Fig. 1: run 1, where the registers sit
Bar = 50 microns. Other sequential cells in the stronger grey, the rest of the logic in the fainter grey.
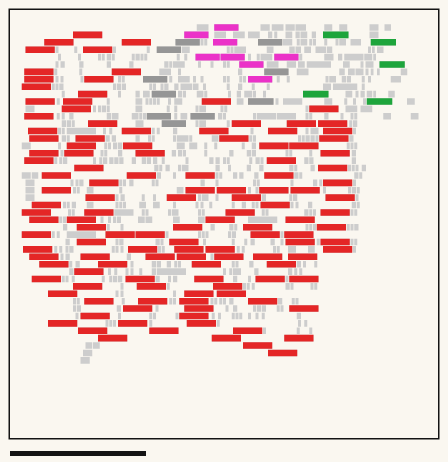
Fig. 2: run 1, wiring by layer
Bar = 50 microns.
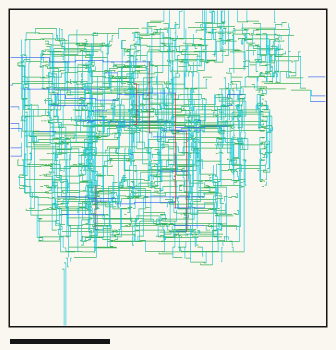
Fig. 3: run 1, selected gate families
Bar = 50 microns.
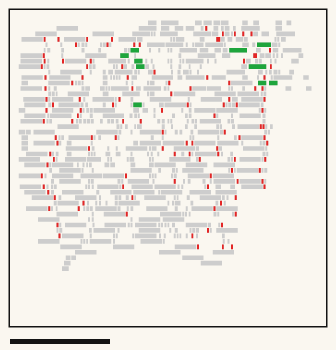
<file path="src/rtl/capture_buffer.sv">
// ---------------------------------------------------------------------------
// capture_buffer
//
// Byte capture FIFO placed directly after the pattern comparator. On every
// rising edge where wren is high, the byte on dbus is stored in a circular
// buffer. A consumer drains the buffer through a registered read port.
//
// Optional feature (macro CAPTURE_OVERWRITE_EN):
//   defined   - a write while full with no accepted read overwrites the
//               oldest byte, so the buffer keeps the newest DEPTH bytes.
//   undefined - such a write is dropped, so the buffer keeps the oldest
//               DEPTH bytes.
//   In both modes the write sets the sticky ovf flag.
//
// Handshake: rd_en is a request with no backpressure. A read is accepted on
// an edge where rd_en=1 and the buffer is not empty. The accepted byte
// appears on rd_data after that edge, with rd_valid high for exactly one
// cycle. A request made while the buffer is empty is ignored. This holds
// even if a write arrives on the same edge, because reads never fall
// through from a same-cycle write. rd_data holds its value when no read is
// accepted.
//
// Ports:
//   clk      in   system clock, rising edge active
//   rst      in   asynchronous active-low reset
//   dbus     in   [7:0] data byte to capture
//   wren     in   write enable from the comparator
//   rd_en    in   read request from the consumer
//   ovf_clr  in   synchronous clear of ovf
//   rd_data  out  [7:0] registered read data
//   rd_valid out  one-cycle pulse qualifying rd_data
//   count    out  [AW:0] stored bytes, 0..DEPTH
//   full     out  count == DEPTH
//   empty    out  count == 0
//   ovf      out  sticky overflow flag
// ---------------------------------------------------------------------------
module capture_buffer #(
    parameter int DEPTH = 16,
    parameter int AW    = 4
) (
    input  logic          clk,
    input  logic          rst,
    input  logic [7:0]    dbus,
    input  logic          wren,
    input  logic          rd_en,
    input  logic          ovf_clr,
    output logic [7:0]    rd_data,
    output logic          rd_valid,
    output logic [AW:0]   count,
    output logic          full,
    output logic          empty,
    output logic          ovf
);

    localparam logic [AW:0] FULL_CNT = (AW+1)'(DEPTH);

    logic [7:0]  mem [DEPTH];
    logic [AW-1:0] wp;
    logic [AW-1:0] rp;
    logic [AW:0]   cnt;

    logic rd_acc;      // read accepted this edge
    logic wr_acc;      // write accepted through the normal path
    logic wr_blocked;  // write attempted while full with no read to make room
    logic mem_we;      // memory is written this edge
    logic rp_adv;      // read pointer advances this edge

    // Status is decoded only from the registered occupancy counter.
    assign full  = (cnt == FULL_CNT);
    assign empty = (cnt == '0);
    assign count = cnt;

    always_comb begin
        rd_acc     = rd_en && !empty;
        wr_acc     = wren && (!full || rd_acc);
        wr_blocked = wren && full && !rd_acc;
`ifdef CAPTURE_OVERWRITE_EN
        // An overwrite stores the byte and discards the oldest one, which
        // moves both pointers together and leaves cnt at DEPTH.
        mem_we = wr_acc || wr_blocked;
        rp_adv = rd_acc || wr_blocked;
`else
        mem_we = wr_acc;
        rp_adv = rd_acc;
`endif
    end

    // Storage has no reset. After reset the pointers make old contents
    // unreachable.
    always_ff @(posedge clk) begin
        if (mem_we) begin
            mem[wp] <= dbus;
        end
    end

    always_ff @(posedge clk or negedge rst) begin
        if (!rst) begin
            wp       <= '0;
            rp       <= '0;
            cnt      <= '0;
            rd_data  <= 8'h00;
            rd_valid <= 1'b0;
            ovf      <= 1'b0;
        end else begin
            if (mem_we) begin
                wp <= wp + 1'b1;
            end
            if (rp_adv) begin
                rp <= rp + 1'b1;
            end

            // The read uses mem[rp] from before this edge. A same-edge write
            // goes to wp, which cannot alias rp unless the buffer is empty or
            // full. Empty blocks the read. Full with a read moves rp away.
            if (rd_acc) begin
                rd_data  <= mem[rp];
                rd_valid <= 1'b1;
            end else begin
                rd_valid <= 1'b0;
            end

            if (wr_acc && !rd_acc) begin
                cnt <= cnt + 1'b1;
            end else if (rd_acc && !wr_acc) begin
                cnt <= cnt - 1'b1;
            end

            // When the set and clear conditions occur on the same edge,
            // the set takes priority.
            if (wr_blocked) begin
                ovf <= 1'b1;
            end else if (ovf_clr) begin
                ovf <= 1'b0;
            end
        end
    end

endmodule

</file>
<file path="config.mk">
export PLATFORM = sky130hd
export DESIGN_NAME = capture_buffer
export DESIGN_NICKNAME = d
export VERILOG_FILES = /design/src/rtl/capture_buffer.sv
export SDC_FILE = /design/constraint.sdc
export NUM_CORES = 1
export LEC_CHECK = 0
export ABC_AREA = 1
export ABC_CLOCK_PERIOD_IN_PS = 2200
export CAP_MARGIN = 20
export CORE_MARGIN = 4
export CORE_UTILIZATION = 30
export CTS_BUF_LIST = sky130_fd_sc_hd__clkbuf_2
export DETAILED_ROUTE_END_ITERATION = 7
export PLACE_DENSITY = 0.52
export SYNTH_ARGS = -nofsm -noshare
export SYNTH_HDL_FRONTEND = slang
export SYNTH_SLANG_ARGS = --single-unit
</file>
<file path="constraint.sdc">
create_clock -name clk -period 2.2 [get_ports clk]
set_input_delay 0.33 -clock clk [delete_from_list [all_inputs] [get_ports clk]]
set_output_delay 0.33 -clock clk [all_outputs]
set_load 0.02 [all_outputs]
</file>
==> notes.md, run 1 <==
run metrics: CTS buffer count=17, Vias=4473, Cell Pwr Density=1180 nW/um^2, HPWL Detailed=9840 microns, Floorplan Nets=689, H-Tree Depth=4, crit path max-delay cell type=dfrtp_2, placed insts=989, synthesized instance count=666, Setup CP Type=reg -> reg, largest net degree at the start of global routing=67, Die Height=157 microns, CP required=2.86 ns, P_leak=3.56 nW, final setup violation count=0, crit-path most repeated cell=nand2_1, Slew headroom=0.569, CTS root buf=clkbuf_2, row cnt=54, first-pass GRT wire length=24400 microns, Crit path buffers/inverters=3, status=finished, final reports clean, Ys Warns=0, Antenna Violating Nets Remaining=0, total congestion overflow=0, CTS tree=done, DRC viols=0, Final #Nets=754, Worst Tran Pin Value=0.645 ns, Crit path max-delay family=simple AND/OR/NAND/NOR gates, number of global-route vias before repair=4415
-- Fig. 1 (at the start) --
colour	signal	flops
red	mem	128
magenta	rd_data	8
green	count	5

-- Fig. 2 (at the start) --
colour	layer	wire length
cyan	met2	7450 microns
red	met4	186 microns
blue	met3	563 microns
green	met1	7050 microns

-- Fig. 3 (at the start) --
colour	family	cells
green	adder and majority cells	10
red	inverters	116

## run 1: kinds of logic (layout without fill, tap and decap cells)
logic type,after synthesis,count (layout),synth area share
compound gates,12,12,0.00953
fa+ha+maj,10,10,0.0198
buf+inv,143,221,0.0886
simple gates,342,342,0.212
flops,151,151,0.660
xor+xnor,8,8,0.0105
## run 1: path summary, 6_finish.rpt
kind,from,endpoint,slack (ns),cells past startpoint
min in group asynchronous,rst,ovf,0.48,3
setup / recovery,count[1],count[4],0.13,16
hold / removal,ovf_clr,ovf,0.15,2
max in group asynchronous,rst,count[0],1.46,3
setup reg to reg,count[1],count[4],0.13,16
hold reg to reg,rd_data[3],rd_data[3],0.50,2
## run 1: what timing repair did
action,CTS,global route
hold endpoints to repair,23,0
pin swaps,0,10
buffers inserted,0,2
setup endpoints to repair,8,13
gates resized,14,16
hold buffers,1,0
## run 1: state kept, by name, indices dropped and copies added (netlist names)
signal	cells
count	5
mem	128
ovf	1
rd_data	8
rd_valid	1
rp	4
wp	4
## run 1: synth_stat cells, types with 2 or more instances
master and count:
clkinv_1 2, o21ai_1 2, edfxtp_1 128, nand3_1 101, xor2_1 7, nand2_1 217
dfrtp_1 23, o21ai_0 6, inv_1 111, ha_1 9, inv_2 3, a21oi_1 2
nor2_1 21, buf_4 7, buf_2 18
## run 1: through the flow
step,hold slack [ns],setup TNS (ns),total power [mW],util
after floorplan,0.0344,0,6.25,-
after global placement,0.465,-0.165,7.64,0.346
after detailed placement,0.464,-0.196,7.67,0.346
after CTS,0.0613,0,9.45,0.360
after global routing,0.0288,-0.0612,10.1,0.362
final,0.150,0,9.34,0.362
## run 1: cell usage in the layout, fill, tap and decap left out, types with 5 or more instances in the layout
cell	netlist	layout
dlymetal6s2s_1	0	9
xor2_1	7	7
o21ai_0	6	6
buf_4	7	38
edfxtp_1	128	128
clkbuf_2	0	18
ha_1	9	7
nand3_1	101	100
nand2_1	217	216
nor2_1	21	20
clkdlybuf4s50_1	0	13
dfrtp_1	23	17
inv_1	111	110
dfrtp_2	0	6
dlygate4sd2_1	0	5
## run 1: power by group
part	internal (mW)	leakage [nW]	switching [mW]
registers	3.53	1.43	0.185
logic	1.34	1.98	2.48
clock network	0.762	0.158	1.04
## run 1: worst register-to-register path, cell delays in order (launching register included)
cell,delay (ns)
dfrtp_2,0.46
nor2_4,0.13
nand3_2,0.09
nor2_4,0.09
nand2_1,0.06
nand2_2,0.08
inv_4,0.04
ha_4,0.16
inv_4,0.05
buf_6,0.10
ha_4,0.20
a21oi_2,0.12
nor2_1,0.05
nor2_1,0.11
xor2_1,0.15
nand2_1,0.06
nand2_1,0.05
## run 1: per-layer routing
layer / up-vias / part of all wire / GRT usage
li1: 2256 / - / -
met1: 2129 / 0.46 / 0.174
met2: 74 / 0.49 / 0.215
met3: 14 / 0.037 / 0.0308
met4: 0 / 0.012 / 0.0393
met5: - / 0 / 0
## run 1: final cells by class
class                           count  area (sq um)
Fill cell                        2287         14000
Multi-Input combinational cell    372          1730
Tap cell                          280           350
Sequential cell                   151          4430
Inverter                          116           440
Timing Repair Buffer               73           689
Clock inverter                     14           196
Clock buffer                       18          90.1
==> run 1 -> run 2 <==
- ABC_CLOCK_PERIOD_IN_PS: 2200 -> default
- CAP_MARGIN: 20 -> 10
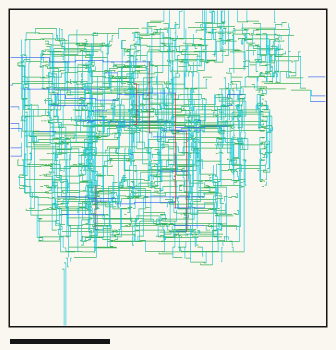
Fig. 4. Wiring by layer (run 2).
Bar = 50 microns.
colour	layer	wire length
green	met1	7050 microns
blue	met3	563 microns
cyan	met2	7450 microns
red	met4	186 microns

==> run 2 against run 1 <==
Against the previous run:
- combinational power is essentially flat
- first-iteration DRC count is the same
- critical path depth is the same
- count of clock-buffer cells in the layout is the same
- setup slack is the same
- final cell count is the same
- hold slack is the same
- maximum frequency is the same
- critical endpoint unchanged
- largest cell class unchanged
- highest routed layer unchanged
==> notes.md, run 2 <==
run metrics: synthesized instance count=666 (unchanged), total congestion overflow=0 (unchanged), number of global-route vias before repair=4415 (unchanged), Antenna Violating Nets Remaining=0 (unchanged), Multiplexer share=0 (unchanged), Vias=4473 (unchanged), final setup violation count=0 (unchanged), Slew headroom=0.569 (unchanged), P_leak=3.56 nW (unchanged), HPWL Detailed=9840 microns (unchanged), Floorplan Nets=689 (unchanged), Worst Tran Pin Value=0.645 ns (unchanged), Dominant comb cell=simple AND/OR/NAND/NOR gates (unchanged), CTS root buf=clkbuf_2 (unchanged), Crit path max-delay family=simple AND/OR/NAND/NOR gates (unchanged), Die Height=157 microns (unchanged), CTS tree=done (unchanged), placed insts=989 (unchanged), Ys Warns=0 (unchanged), H-Tree Depth=4 (unchanged), status=finished, final reports clean (unchanged), Post-synth top cells=217 x nand2_1, 128 x edfxtp_1, 111 x inv_1 (unchanged), FF+latch area=4430 sq um (unchanged), Most flops, register=mem (unchanged), yosys simple share=0.212 (unchanged), max FFs per register=128 (unchanged), fill count=2287 (unchanged), crit-path most repeated cell=nand2_1 (unchanged), first-pass GRT wire length=24400 microns (unchanged), Top Layout Cells=216 x nand2_1, 128 x edfxtp_1, 110 x inv_1, 100 x nand3_1, 38 x buf_4 (unchanged), Power, Total=9.34 mW (unchanged), Final #Nets=754 (unchanged), CTS buffer count=17 (unchanged), Cell Pwr Density=1180 nW/um^2 (unchanged), most numerous logic cell after layout=nand2_1 (unchanged), fa+ha+maj area frac=0.0198 (unchanged)
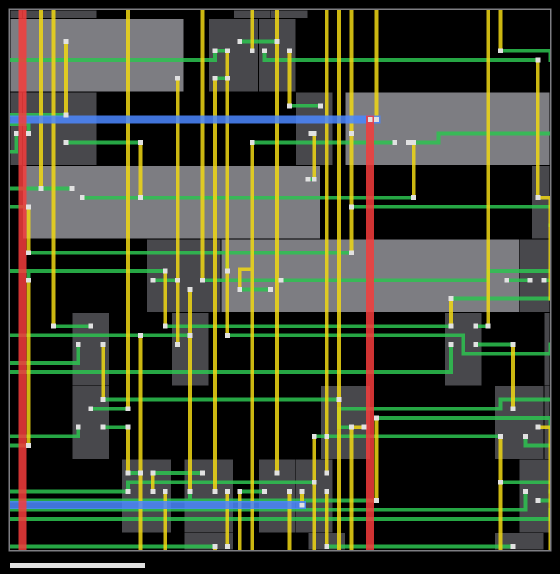
Fig. 5. Close-up of the layout (run 2).
Bar = 5 microns. Region (69, 100) to (89, 120) microns. Cells in grey, sequential cells in the stronger grey; small squares are vias.
colour	layer
blue	met3
red	met4
green	met1
yellow	met2
sequential cells in the window	4
most frequent	nand2_1 (7), nand3_1 (5), edfxtp_1 (3)
cells with their middle in the window	21
netlist names of flops here include	mem (3), rp (1)

run 2: cell counts in the layout (fill, tap and decap cells not counted):
Identical to the previous run, type by type.
run 2: final cells by class:
type,count,share of cell area
clock buffers,18,0.0114
clock inverters,14,0.0248
inverters,116,0.0556
multi-input cells,372,0.219
flip-flops and latches,151,0.558
well taps,280,0.0442
repair buffers,73,0.0870
run 2: metrics by stage:
stage	util	hold slack [ns]	TNS, ns
2_1_floorplan	-	0.0344	0
5_1_grt	0.362	0.0288	-0.0612
3_5_place_dp	0.346	0.464	-0.196
6_report	0.362	0.150	0
4_1_cts	0.360	0.0613	0
3_3_place_gp	0.346	0.465	-0.165
run 2: cell families after synthesis:
family,after synthesis
buffers and inverters,143
XOR/XNOR,8
AND-OR/OR-AND,12
flip-flops,151
AND/OR/NAND/NOR,342
adder cells (fa/ha/maj),10
run 2: where the power goes:
part	switching [mW]	internal, mW	leakage, nW
clock network	1.04	0.762	0.158
logic	2.48	1.34	1.98
registers	0.185	3.53	1.43
total	3.70	5.64	3.56
run 2: per-layer routing:
layer  up-vias  routed length (microns)  track usage
met5         -                        0            0
met1      2129                     7050        0.174
li1       2256                        -            -
met3        14                      562       0.0308
met2        74                     7450        0.215
met4         0                      186       0.0393
run 2: what timing repair did:
item	in CTS	in global routing
setup buffers	0	2
endpoints found under the hold margin	23	0
setup endpoints to repair	8	13
hold buffers	1	0
pin swaps	0	10
resized	14	16
gates cloned	0	0
run 2: worst reg2reg max path, stage by stage, from the launching register on:
cell     delay, ns
dfrtp_2       0.46
nor2_4        0.13
nand3_2       0.09
nor2_4        0.09
nand2_1       0.06
nand2_2       0.08
inv_4         0.04
ha_4          0.16
inv_4         0.05
buf_6         0.10
ha_4          0.20
a21oi_2       0.12
nor2_1        0.05
nor2_1        0.11
xor2_1        0.15
nand2_1       0.06
nand2_1       0.05
run 2: path summary, 6_finish.rpt:
path / from / to / slack (ns) / cells past startpoint
worst min-delay path: ovf_clr / ovf / 0.15 / 2
worst max-delay path: count[1] / count[4] / 0.13 / 16
worst max register to register: count[1] / count[4] / 0.13 / 16
min in group asynchronous: rst / ovf / 0.48 / 3
max in group asynchronous: rst / count[0] / 1.46 / 3
worst min register to register: rd_data[3] / rd_data[3] / 0.50 / 2
Fig. 6: run 2, routing congestion map
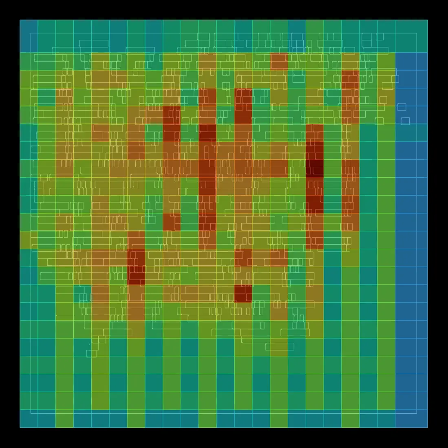

==> run 2 -> run 3 <==
- CORE_ASPECT_RATIO: default -> 0.9
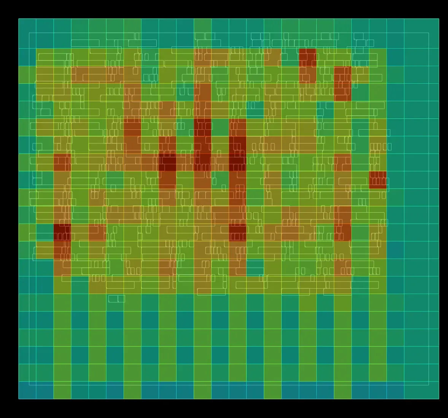
Fig. 7. Routing congestion map (run 3).
met1 usage: 0.182
Top Usage Layer GRT: met2

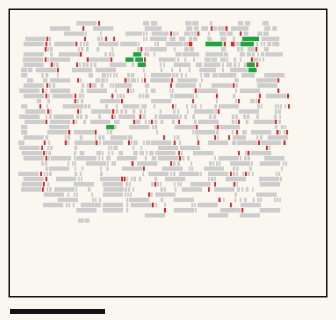
Fig. 8. Selected gate families (run 3).
Bar = 50 microns.
colour	family	cells
green	adder and majority cells	10
red	inverters	116

==> run 3 against run 2 <==
Against the previous run:
- sequential share of layout area is 0.55 points higher
- largest cell class unchanged
- clock power is 13% lower
- global-route usage is 0.27 points lower
- count of clock-buffer cells in the layout stayed put
- synthesized cell count unchanged
- combinational power hardly changed
- total power is 2.7% lower
==> notes.md, run 3 <==
run metrics: status=finished, final reports clean (unchanged), CTS buffer count=17 (unchanged), P_leak=3.43 nW (was 3.56 nW), AO/OA Area Share=0.00953 (unchanged), CP required=2.83 ns (was 2.86 ns), Dominant comb cell=simple AND/OR/NAND/NOR gates (unchanged), row cnt=51 (was 54), yosys simple share=0.212 (unchanged), r2r startpoint=count[3] (was count[1]), worst hold path endpoint=ovf (unchanged), Cell Pwr Density=1160 nW/um^2 (was 1180 nW/um^2), HPWL Detailed=9760 microns (was 9840 microns), number of global-route vias before repair=4271 (was 4415), Vias=4424 (was 4473), worst reg2reg path depth=16 (unchanged), HP Start=ovf_clr (unchanged), first-pass GRT wire length=23800 microns (was 24400 microns), CTS root buf=clkbuf_2 (unchanged), Worst Tran Pin Value=0.726 ns (was 0.645 ns), Ys Warns=0 (unchanged), synthesized instance count=666 (unchanged)
[run 3: cell count changes in the layout (fill, tap and decap cells not counted), sizes merged, moves of 2 or more]
| cell | previous run | this run |
|---|---|---|
| clkinv | 4 | 9 |
| clkinvlp | 4 | 2 |
| dlymetal6s2s | 9 | 0 |
| inv | 118 | 114 |
| clkdlybuf4s50 | 13 | 23 |
[run 3: layout make-up]
cell class | count | area, sq um
fillers | 2222 | 14000
well taps | 291 | 364
repair buffers | 75 | 658
inverters | 116 | 440
multi-input cells | 372 | 1730
flip-flops and latches | 151 | 4430
clock buffers | 18 | 90.1
clock inverters | 12 | 136
[run 3: per-layer routing]
layer,global-route usage,up-vias,wire length [microns]
met2,0.198,61,6920
li1,-,2262,-
met3,0.0350,11,550
met5,0,-,0
met4,0.0280,0,178
met1,0.182,2090,7310
[run 3: power by group]
part           leakage [nW]  switching (mW)  internal (mW)
Combinational          1.86            2.45           1.35
Clock                 0.138           0.958          0.605
Sequential             1.43           0.197           3.53
[run 3: how the worst max path moves through the flow]
stage / start / to / slack, ns / cells past startpoint
floorplan: count[3] / count[4] / 0.02 / 15
global placement: rd_en / count[4] / -0.15 / 14
detailed placement: rd_en / count[4] / -0.16 / 14
CTS: count[1] / count[4] / 0.003 / 16
global route: count[3] / count[4] / -0.05 / 16
finish: count[3] / count[4] / 0.10 / 16
[run 3: metrics by stage]
step / hold slack [ns] / utilization / worst slack, ns / total power [mW]
global route: 0.126 / 0.360 / -0.0493 / 9.80
CTS: 0.155 / 0.358 / 0.00311 / 9.16
finish: 0.209 / 0.360 / 0.100 / 9.09
floorplan: 0.0344 / - / 0.0162 / 6.25
detailed placement: 0.467 / 0.348 / -0.162 / 7.64
global placement: 0.464 / 0.348 / -0.152 / 7.62
[run 3: critical path, stage by stage (launching register included)]
cell and delay [ns]:
dfrtp_2 0.47, nor2_4 0.14, nand3_2 0.09, nor2_4 0.10, nand2_1 0.07, nand2_2 0.08, inv_4 0.04, ha_4 0.16
inv_4 0.05, buf_6 0.10, ha_4 0.20, a21oi_2 0.12, nor2_1 0.04, nor2_1 0.12, xor2_1 0.15, nand2_1 0.07
nand2_1 0.06
[run 3: kinds of logic (layout without fill, tap and decap cells)]
group,count (synthesis),in the layout
AND-OR/OR-AND,12,12
XOR/XNOR,8,8
adder cells (fa/ha/maj),10,10
buffers and inverters,143,221
flip-flops,151,151
AND/OR/NAND/NOR,342,342
[run 3: timing repair]
item / CTS / global route
pin swaps: 2 / 10
setup endpoints to repair: 7 / 6
hold endpoints to repair: 23 / 0
hold buffers: 1 / 0
resized: 11 / 9
setup buffers: 0 / 1
Power and IR drop assume default switching activity.
